`config.mk`:
```
export PLATFORM = sky130hd
export DESIGN_NAME = alu_muldiv_seq
export DESIGN_NICKNAME = d
export VERILOG_FILES = /design/src/rtl/alu_muldiv_seq_pkg.sv /design/src/rtl/alu_muldiv_seq_muldiv_step.sv /design/src/rtl/alu_muldiv_seq.sv
export SDC_FILE = /design/constraint.sdc
export NUM_CORES = 1
export LEC_CHECK = 0
export ABC_AREA = 1
export CAP_MARGIN = 20
export CORE_MARGIN = 1
export CORE_UTILIZATION = 27
export CTS_CLUSTER_DIAMETER = 60
export CTS_CLUSTER_SIZE = 28
export DETAILED_ROUTE_END_ITERATION = 8
export GPL_ROUTABILITY_DRIVEN = 0
export GPL_TIMING_DRIVEN = 0
export PLACE_DENSITY_LB_ADDON = 0.08
export SLEW_MARGIN = 20
export SYNTH_ARGS = -nofsm -noshare
export SYNTH_HDL_FRONTEND = slang
export SYNTH_HIERARCHICAL = 1
export SYNTH_SLANG_ARGS = --single-unit
```
`constraint.sdc`:
```
create_clock -name clk -period 3.5 [get_ports clk]
set_input_delay 0.35 -clock clk [delete_from_list [all_inputs] [get_ports clk]]
set_output_delay 0.35 -clock clk [all_outputs]
set_load 0.02 [all_outputs]
```
`src/rtl/alu_muldiv_seq_pkg.sv`:
```
// Shared constants for the multiply/divide sequencer: ALU operation codes,
// the MULT/DIV op encoding and the sequencer state enum.
package alu_muldiv_seq_pkg;

  // ALU operation codes shared with the EX-stage ALU.
  localparam logic [3:0] ALU_ADD = 4'd0;
  localparam logic [3:0] ALU_SUB = 4'd1;
  localparam logic [3:0] ALU_AND = 4'd2;
  localparam logic [3:0] ALU_OR  = 4'd3;
  localparam logic [3:0] ALU_XOR = 4'd4;
  localparam logic [3:0] ALU_NOR = 4'd5;
  localparam logic [3:0] ALU_SLT = 4'd6;

  // op[1] selects divide, op[0] selects signed.
  localparam logic [1:0] MD_MULTU = 2'b00;
  localparam logic [1:0] MD_MULT  = 2'b01;
  localparam logic [1:0] MD_DIVU  = 2'b10;
  localparam logic [1:0] MD_DIV   = 2'b11;

  typedef enum logic [2:0] {
    S_IDLE   = 3'd0,
    S_NEG_A  = 3'd1,
    S_NEG_B  = 3'd2,
    S_ITER   = 3'd3,
    S_NEG_LO = 3'd4,
    S_NEG_HI = 3'd5,
    S_DONE   = 3'd6
  } md_state_e;

endpackage

```
`src/rtl/alu_muldiv_seq_muldiv_step.sv`:
```
// One iteration of shift-add multiply or restoring divide. The ALU result
// (ADD(W_hi, mag_b) or SUB(s, mag_b)) arrives from the shared ALU; this
// block only does the local compares and the register shuffles.
module alu_muldiv_seq_muldiv_step #(
  parameter int W = 32
) (
  input  logic         is_div_i,
  input  logic [W-1:0] w_hi_i,
  input  logic [W-1:0] w_lo_i,
  input  logic [W-1:0] mag_b_i,
  input  logic [W-1:0] alu_result_i,
  output logic [W-1:0] s_o,
  output logic [W-1:0] w_hi_o,
  output logic [W-1:0] w_lo_o
);

  logic [W-1:0] sum;
  logic         carry;
  logic         take;

  // Next W_hi/W_lo for the selected mode.
  always_comb begin
    s_o    = {w_hi_i[W-2:0], w_lo_i[W-1]};
    sum    = w_hi_i;
    carry  = 1'b0;
    take   = 1'b0;
    w_hi_o = w_hi_i;
    w_lo_o = w_lo_i;
    if (is_div_i) begin
      // w_hi_i[W-1] set means the shifted partial remainder is >= 2^W.
      take   = w_hi_i[W-1] | (s_o >= mag_b_i);
      w_hi_o = take ? alu_result_i : s_o;
      w_lo_o = {w_lo_i[W-2:0], take};
    end else begin
      if (w_lo_i[0]) begin
        sum   = alu_result_i;
        carry = (alu_result_i < w_hi_i);
      end
      w_hi_o = {carry, sum[W-1:1]};
      w_lo_o = {sum[0], w_lo_i[W-1:1]};
    end
  end

endmodule

```
`src/rtl/alu_muldiv_seq.sv`:
```
// MULT/MULTU/DIV/DIVU sequencer that borrows the EX-stage ALU while busy.
// Fixed latency: done rises 37 cycles after the accepted start.
// Handshake: start is a pulse honoured only in IDLE; done is a one-cycle
// pulse with hi/lo valid, and hi/lo hold until the next done or reset.
module alu_muldiv_seq
  import alu_muldiv_seq_pkg::*;
#(
  parameter int XLEN  = 32,
  parameter int ITERS = 32
) (
  input  logic            clk,
  input  logic            rst,
  input  logic            start,
  input  logic [1:0]      op,
  input  logic [XLEN-1:0] a,
  input  logic [XLEN-1:0] b,
  output logic            busy,
  output logic            done,
  output logic [XLEN-1:0] hi,
  output logic [XLEN-1:0] lo,
  output logic [XLEN-1:0] alu_a,
  output logic [XLEN-1:0] alu_b,
  output logic [3:0]      alu_oper,
  output logic            alu_sign,
  input  logic [XLEN-1:0] alu_result
);

  md_state_e       state_q, state_d;
  logic [XLEN-1:0] w_hi_q, w_hi_d, w_lo_q, w_lo_d, mag_b_q, mag_b_d;
  logic [XLEN-1:0] hi_q, hi_d, lo_q, lo_d;
  logic            is_div_q, is_div_d, sa_q, sa_d, sb_q, sb_d, dz_q, dz_d;
  logic [4:0]      cnt_q, cnt_d;
  logic [XLEN-1:0] step_s, step_hi, step_lo;
  logic            fix_lo, fix_hi;

  alu_muldiv_seq_muldiv_step #(.W(XLEN)) u_step (
    .is_div_i    (is_div_q),
    .w_hi_i      (w_hi_q),
    .w_lo_i      (w_lo_q),
    .mag_b_i     (mag_b_q),
    .alu_result_i(alu_result),
    .s_o         (step_s),
    .w_hi_o      (step_hi),
    .w_lo_o      (step_lo)
  );

  // Sign fixups; a divide by zero keeps the raw magnitudes.
  assign fix_lo = (sa_q ^ sb_q) & ~(is_div_q & dz_q);
  assign fix_hi = is_div_q ? (sa_q & ~dz_q) : (sa_q ^ sb_q);

  assign busy     = (state_q != S_IDLE);
  assign done     = (state_q == S_DONE);
  assign hi       = hi_q;
  assign lo       = lo_q;
  assign alu_sign = 1'b0;

  // Next-state, working-register updates and ALU drive.
  always_comb begin
    state_d  = state_q;
    w_hi_d   = w_hi_q;
    w_lo_d   = w_lo_q;
    mag_b_d  = mag_b_q;
    hi_d     = hi_q;
    lo_d     = lo_q;
    is_div_d = is_div_q;
    sa_d     = sa_q;
    sb_d     = sb_q;
    dz_d     = dz_q;
    cnt_d    = cnt_q;
    alu_a    = '0;
    alu_b    = '0;
    alu_oper = ALU_ADD;
    case (state_q)
      S_IDLE: begin
        if (start) begin
          // a parks in W_lo and b in mag_b until their magnitudes are taken.
          is_div_d = op[1];
          sa_d     = a[XLEN-1] & op[0];
          sb_d     = b[XLEN-1] & op[0];
          dz_d     = (b == '0);
          w_lo_d   = a;
          mag_b_d  = b;
          w_hi_d   = '0;
          cnt_d    = '0;
          state_d  = S_NEG_A;
        end
      end
      S_NEG_A: begin
        alu_oper = ALU_SUB;
        alu_b    = w_lo_q;
        if (sa_q) w_lo_d = alu_result;
        state_d = S_NEG_B;
      end
      S_NEG_B: begin
        alu_oper = ALU_SUB;
        alu_b    = mag_b_q;
        if (sb_q) mag_b_d = alu_result;
        w_hi_d  = '0;
        cnt_d   = '0;
        state_d = S_ITER;
      end
      S_ITER: begin
        alu_oper = is_div_q ? ALU_SUB : ALU_ADD;
        alu_a    = is_div_q ? step_s : w_hi_q;
        alu_b    = mag_b_q;
        w_hi_d   = step_hi;
        w_lo_d   = step_lo;
        cnt_d    = cnt_q + 5'd1;
        if (cnt_q == 5'(ITERS - 1)) state_d = S_NEG_LO;
      end
      S_NEG_LO: begin
        if (fix_lo) begin
          alu_oper = ALU_SUB;
          alu_b    = w_lo_q;
          w_lo_d   = alu_result;
        end
        state_d = S_NEG_HI;
      end
      S_NEG_HI: begin
        if (fix_hi) begin
          // Product HI negates by two's complement only when LO was zero;
          // otherwise the borrow from LO makes it a plain inversion.
          if (!is_div_q && (w_lo_q != '0)) begin
            alu_oper = ALU_NOR;
            alu_a    = w_hi_q;
          end else begin
            alu_oper = ALU_SUB;
            alu_b    = w_hi_q;
          end
          w_hi_d = alu_result;
        end
        hi_d    = w_hi_d;
        lo_d    = w_lo_q;
        state_d = S_DONE;
      end
      S_DONE: begin
        state_d = S_IDLE;
      end
      default: begin
        state_d = S_IDLE;
      end
    endcase
  end

  // State and register update with synchronous reset.
  always_ff @(posedge clk) begin
    if (rst) begin
      state_q  <= S_IDLE;
      w_hi_q   <= '0;
      w_lo_q   <= '0;
      mag_b_q  <= '0;
      hi_q     <= '0;
      lo_q     <= '0;
      is_div_q <= 1'b0;
      sa_q     <= 1'b0;
      sb_q     <= 1'b0;
      dz_q     <= 1'b0;
      cnt_q    <= '0;
    end else begin
      state_q  <= state_d;
      w_hi_q   <= w_hi_d;
      w_lo_q   <= w_lo_d;
      mag_b_q  <= mag_b_d;
      hi_q     <= hi_d;
      lo_q     <= lo_d;
      is_div_q <= is_div_d;
      sa_q     <= sa_d;
      sb_q     <= sb_d;
      dz_q     <= dz_d;
      cnt_q    <= cnt_d;
    end
  end

endmodule

```
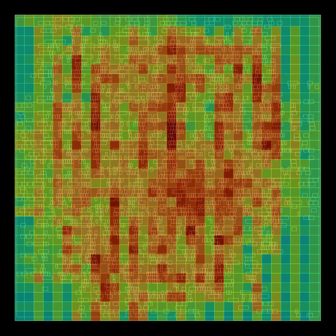
Figure 1: run 1, congestion heat map.
met2 Use GR: 0.4011
gr busiest metal: met2
GRT Util Overall: 0.2549

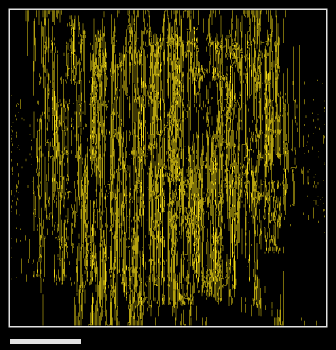
Figure 2: run 1, signal wires on met2.
Bar = 50 um.
longest straight run: 98.6 um
main direction: vertical
nets with wire on the layer: 1979
share of all routed wire: 44%
DR vias: 15410
final WL: 63670 um

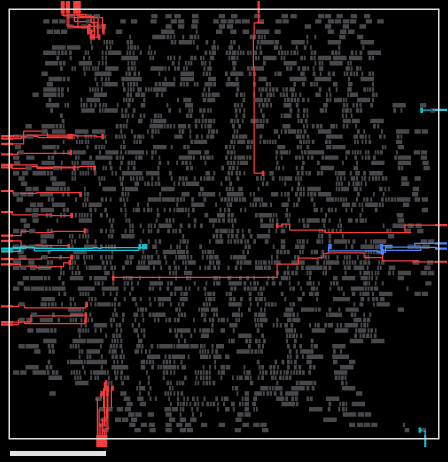
Figure 3: run 1, wires at chosen ports, followed through buffers.
Bar = 50 um.
[red] `a` | direction: input | edge: 15 left, 9 top, 6 bottom, 2 right | end cells: 33 | buffers: 32 | wire: 1230 um
[blue] `op` | direction: input | edge: right | end cells: 3 | buffers: 2 | wire: 103 um
[cyan] `alu_oper` | direction: output | edge: 2 left, 1 bottom, 1 right | end cells: 4 | buffers: 4 | wire: 162 um

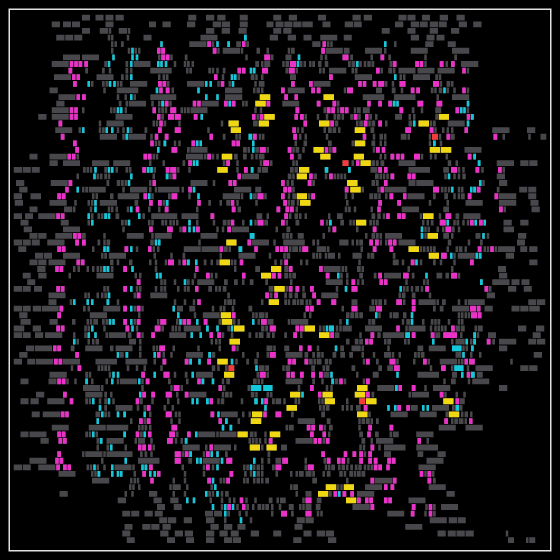
Figure 4: run 1, gate-type map.
[yellow] adder and majority cells | cells: 65
[red] AND-OR and OR-AND gates | cells: 4
[cyan] NOR gates | cells: 263 | where: widely spread
[magenta] inverting AOI/OAI gates | cells: 501 | where: widely spread

==> flow_metrics.env, run 1 <==
# implementation run metrics
export IMPL_n_all_inverters=274
export IMPL_met1_usage=0.3503
export IMPL_min_period_over_period=0.9776
export IMPL_synth_seq_share=0.2632
export IMPL_simple_gate_area_frac=0.3216
export IMPL_signal_buffers=402
export IMPL_syn_area_per_cell_um2=5.851
export IMPL_worst_r2r_setup_slack_ns=0.33
export IMPL_diodes=1
export IMPL_common_cells="nand2_1, inv_1, nor2_1"
export IMPL_swShare=0.4532
export IMPL_drive_above_1_share=0.06118
export IMPL_fill_cells=5285
export IMPL_wl_met1_um=29060
export IMPL_post_route_util=0.3531
export IMPL_top_layer="met4"
export IMPL_worst_slack_ns=0.07837
export IMPL_crit_path_cell_trace="inv_2 > nor2_4 > nand2_4 > inv_6 > nand2_2 > buf_2 > nor2_2 > nand2_1 > nand2_1 > clkdlybuf4s50_1"
export IMPL_drt_pre_antenna_iters=5
export IMPL_maxSlewHeadroom=0.3604
export IMPL_regToRegEndpoint="w_lo_q[0]"
export IMPL_ff2ff_path_depth=19
export IMPL_cts_hold_repair_buffers=0
export IMPL_die_h_um=222.1
export IMPL_met2_length_um=28220
export IMPL_most_common_cell="nand2_1"
export IMPL_outcome="complete, no violations"
export IMPL_end_kind="output port"
export IMPL_fp_dieW_um=222.1
export IMPL_root_buffer="clkbuf_16"
export IMPL_cts_setup_buffers=1
export IMPL_pg_seq_w=0.00258
export IMPL_aoi_share=0.2071
export IMPL_fp_util=0.2740
export IMPL_hold_viol=0
export IMPL_grt_max_degree=17
export IMPL_tightest_slew_ns=0.9594
export IMPL_min_delay_start="hi[11]"
export IMPL_seq_area_frac=0.2042
export IMPL_whs_path_depth=2
export IMPL_startpoint="state_q[0]"
export IMPL_via_per_inst=4.944
export IMPL_adder_share=0.06216
export IMPL_vdd_drop_max_mv=0.4381
export IMPL_synth_warnings=6
export IMPL_largest_class="multi-input combinational cells"
export IMPL_drv_cap=0
export IMPL_netlist_area_um2=13080
export IMPL_power_density_nw_per_um2=512.5
export IMPL_edf_count=0
export IMPL_synth_distinct_cells=34
export IMPL_synth_flops=172
export IMPL_leakagePower_nw=7.930
export IMPL_dpl_cell_count=3084
export IMPL_drc=0
export IMPL_hold_slack_ns=0.4659
export IMPL_cpMostUsedCell="nand2_1"
export IMPL_crit_buf_inv=4
export IMPL_grt_overflow=0
export IMPL_worstSetupPathDepth=10
export IMPL_nFlopsAndLatches=172
export IMPL_htree_levels=4
Figure 5. Signal wires on met3 (run 1).
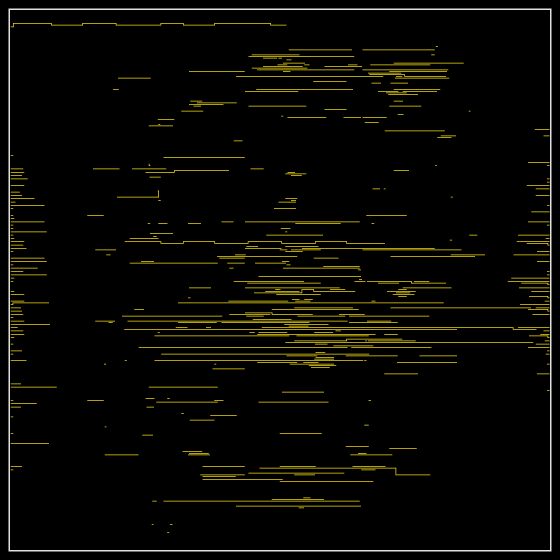

--- run 2 (diff from run 1) ---
--- a/config.mk
+++ b/config.mk
@@ -12,10 +12,11 @@
 export CTS_CLUSTER_DIAMETER = 60
 export CTS_CLUSTER_SIZE = 28
 export DETAILED_ROUTE_END_ITERATION = 8
+export DONT_BUFFER_PORTS = 1
 export GPL_ROUTABILITY_DRIVEN = 0
 export GPL_TIMING_DRIVEN = 0
 export PLACE_DENSITY_LB_ADDON = 0.08
-export SLEW_MARGIN = 20
+export SLEW_MARGIN = 5
 export SYNTH_ARGS = -nofsm -noshare
 export SYNTH_HDL_FRONTEND = slang
 export SYNTH_HIERARCHICAL = 1
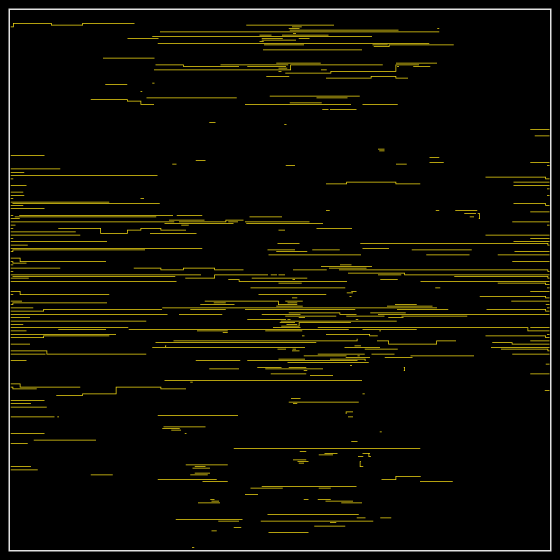
Figure 6: run 2, signal wires on met3.
longest straight run: 115 um
nets with wire on the layer: 271
main direction: horizontal

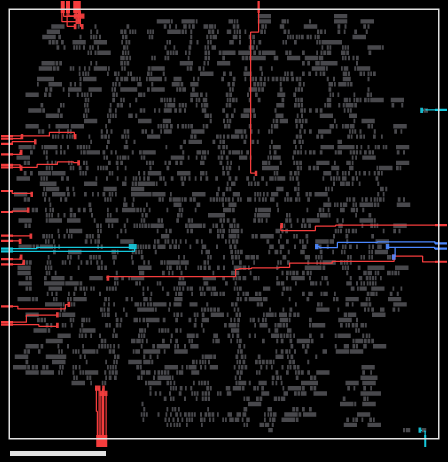
Figure 7: run 2, wires at chosen ports, followed through buffers.
Bar = 50 um.
[red] `a` | direction: input | edge: 15 left, 9 top, 6 bottom, 2 right | end cells: 33 | buffers: 0 | wire: 822 um
[blue] `op` | direction: input | edge: right | end cells: 3 | buffers: 0 | wire: 99.5 um
[cyan] `alu_oper` | direction: output | edge: 2 left, 1 bottom, 1 right | end cells: 4 | buffers: 2 | wire: 141 um
IO Pins: 236
Port-buffer cells: 0

==> run 2 against run 1 <==
Effect of this change: cell count shrank 7.4%; clock-buffer cell count is the same; power shrank 0.89%; synthesized area is the same; non-clock buffer count shrank 231; hold slack lost 0.41 ns; die size is the same; sequential share of layout area grew 3.3 points; core utilization shrank 4.9 points; clock skew is essentially flat; routed wire length grew 2.6%; synthesized cell count is the same; critical path type unchanged.
==> flow_metrics.env, run 2 <==
# implementation run metrics
export IMPL_outcome="complete, no violations"
export IMPL_grt_busiest_layer="met2"
export IMPL_cpMostUsedCell="inv_2"
export IMPL_fin_skew_ns=0.01425
export IMPL_fill_cells=5443
export IMPL_crit_path_max_fanout=10
export IMPL_wl_um=65350
export IMPL_adder_share=0.06216
export IMPL_tightest_slew_ns=0.9274
export IMPL_min_delay_start="a[31]"
export IMPL_synth_flops=172
export IMPL_cts_tree="yes"
export IMPL_drc=0
export IMPL_power_density_nw_per_um2=589.1
export IMPL_synth_warnings=6
export IMPL_wl_met1_um=28540
export IMPL_seq_area_frac=0.2369
export IMPL_regToRegEndpoint="w_lo_q[0]"
export IMPL_most_common_cell="nand2_1"
export IMPL_synth_logic_top_family="simple AND/OR/NAND/NOR gates"
export IMPL_hold_viol=0
export IMPL_grt_max_degree=17
export IMPL_worst_r2r_setup_slack_ns=0.25
export IMPL_p_sw_w=0.003917
export IMPL_drt_pre_antenna_iters=6
export IMPL_synth_seq_share=0.2632
export IMPL_tapCellCount=615
export IMPL_common_cells="nand2_1, inv_1, nor2_1"
export IMPL_min_period_over_period=0.9541
export IMPL_crit_path_cell_trace="inv_2 > nor2_4 > nand2_2 > inv_2 > buf_4 > buf_2 > o211ai_1 > nand2_1"
export IMPL_min_to="sa_q"
export IMPL_startpoint="state_q[1]"
export IMPL_worstSetupPathDepth=8
export IMPL_dpl_cell_count=2853
export IMPL_drive_above_1_share=0.06256
export IMPL_fp_dieW_um=222.1
export IMPL_root_buffer="clkbuf_16"
export IMPL_area_delta_synth_final_pct=11.09
export IMPL_htree_levels=4
export IMPL_met2_length_um=29260
export IMPL_diodes=2
export IMPL_flop_cell="dfxtp_1"
export IMPL_via_per_inst=5.074
export IMPL_antenna_found_initial=3
export IMPL_vias=14650
export IMPL_maxSlewHeadroom=0.3818
export IMPL_largest_class="multi-input combinational cells"
export IMPL_top_layer="met5"
export IMPL_synth_distinct_cells=34
export IMPL_gr_usage_all_layers=0.2630
export IMPL_crit_buf_inv=4
export IMPL_end_kind="output port"
export IMPL_pg_seq_w=0.00260
export IMPL_n_all_inverters=274
export IMPL_gr_usage_met2=0.4169
export IMPL_fp_util=0.2740
export IMPL_signal_buffers=171
export IMPL_rr_startpoint="w_lo_q[31]"
export IMPL_met3_usage=0.08839
export IMPL_logic_area_um2=7760
export IMPL_worst_slack_ns=0.1606
export IMPL_die_h_um=222.1
export IMPL_slew_violations=0
export IMPL_drv_cap=0
export IMPL_nFlopsAndLatches=172
export IMPL_drt_iter0_markers=1159
export IMPL_aoi_share=0.2071
export IMPL_worstSetupStartpointType="flip-flop"
export IMPL_post_route_util=0.3044
export IMPL_cts_setup_buffers=0
export IMPL_whs_path_depth=2
export IMPL_ys_async_sr_fraction=0
export IMPL_bufAreaShareNonClock=0.06000
export IMPL_netlist_area_um2=13080
export IMPL_grt_overflow=0
export IMPL_simple_gate_area_frac=0.3216
export IMPL_edf_count=0
export IMPL_swShare=0.4574
export IMPL_met1_usage=0.3415
export IMPL_power_w=0.008563
export IMPL_cts_hold_repair_buffers=0
export IMPL_vdd_drop_max_mv=0.3146
export IMPL_leakagePower_nw=6.952
export IMPL_syn_area_per_cell_um2=5.851
export IMPL_ff2ff_path_depth=19
export IMPL_hold_slack_ns=0.05525
No activity file was given, so power comes from the tool's default toggle rates.
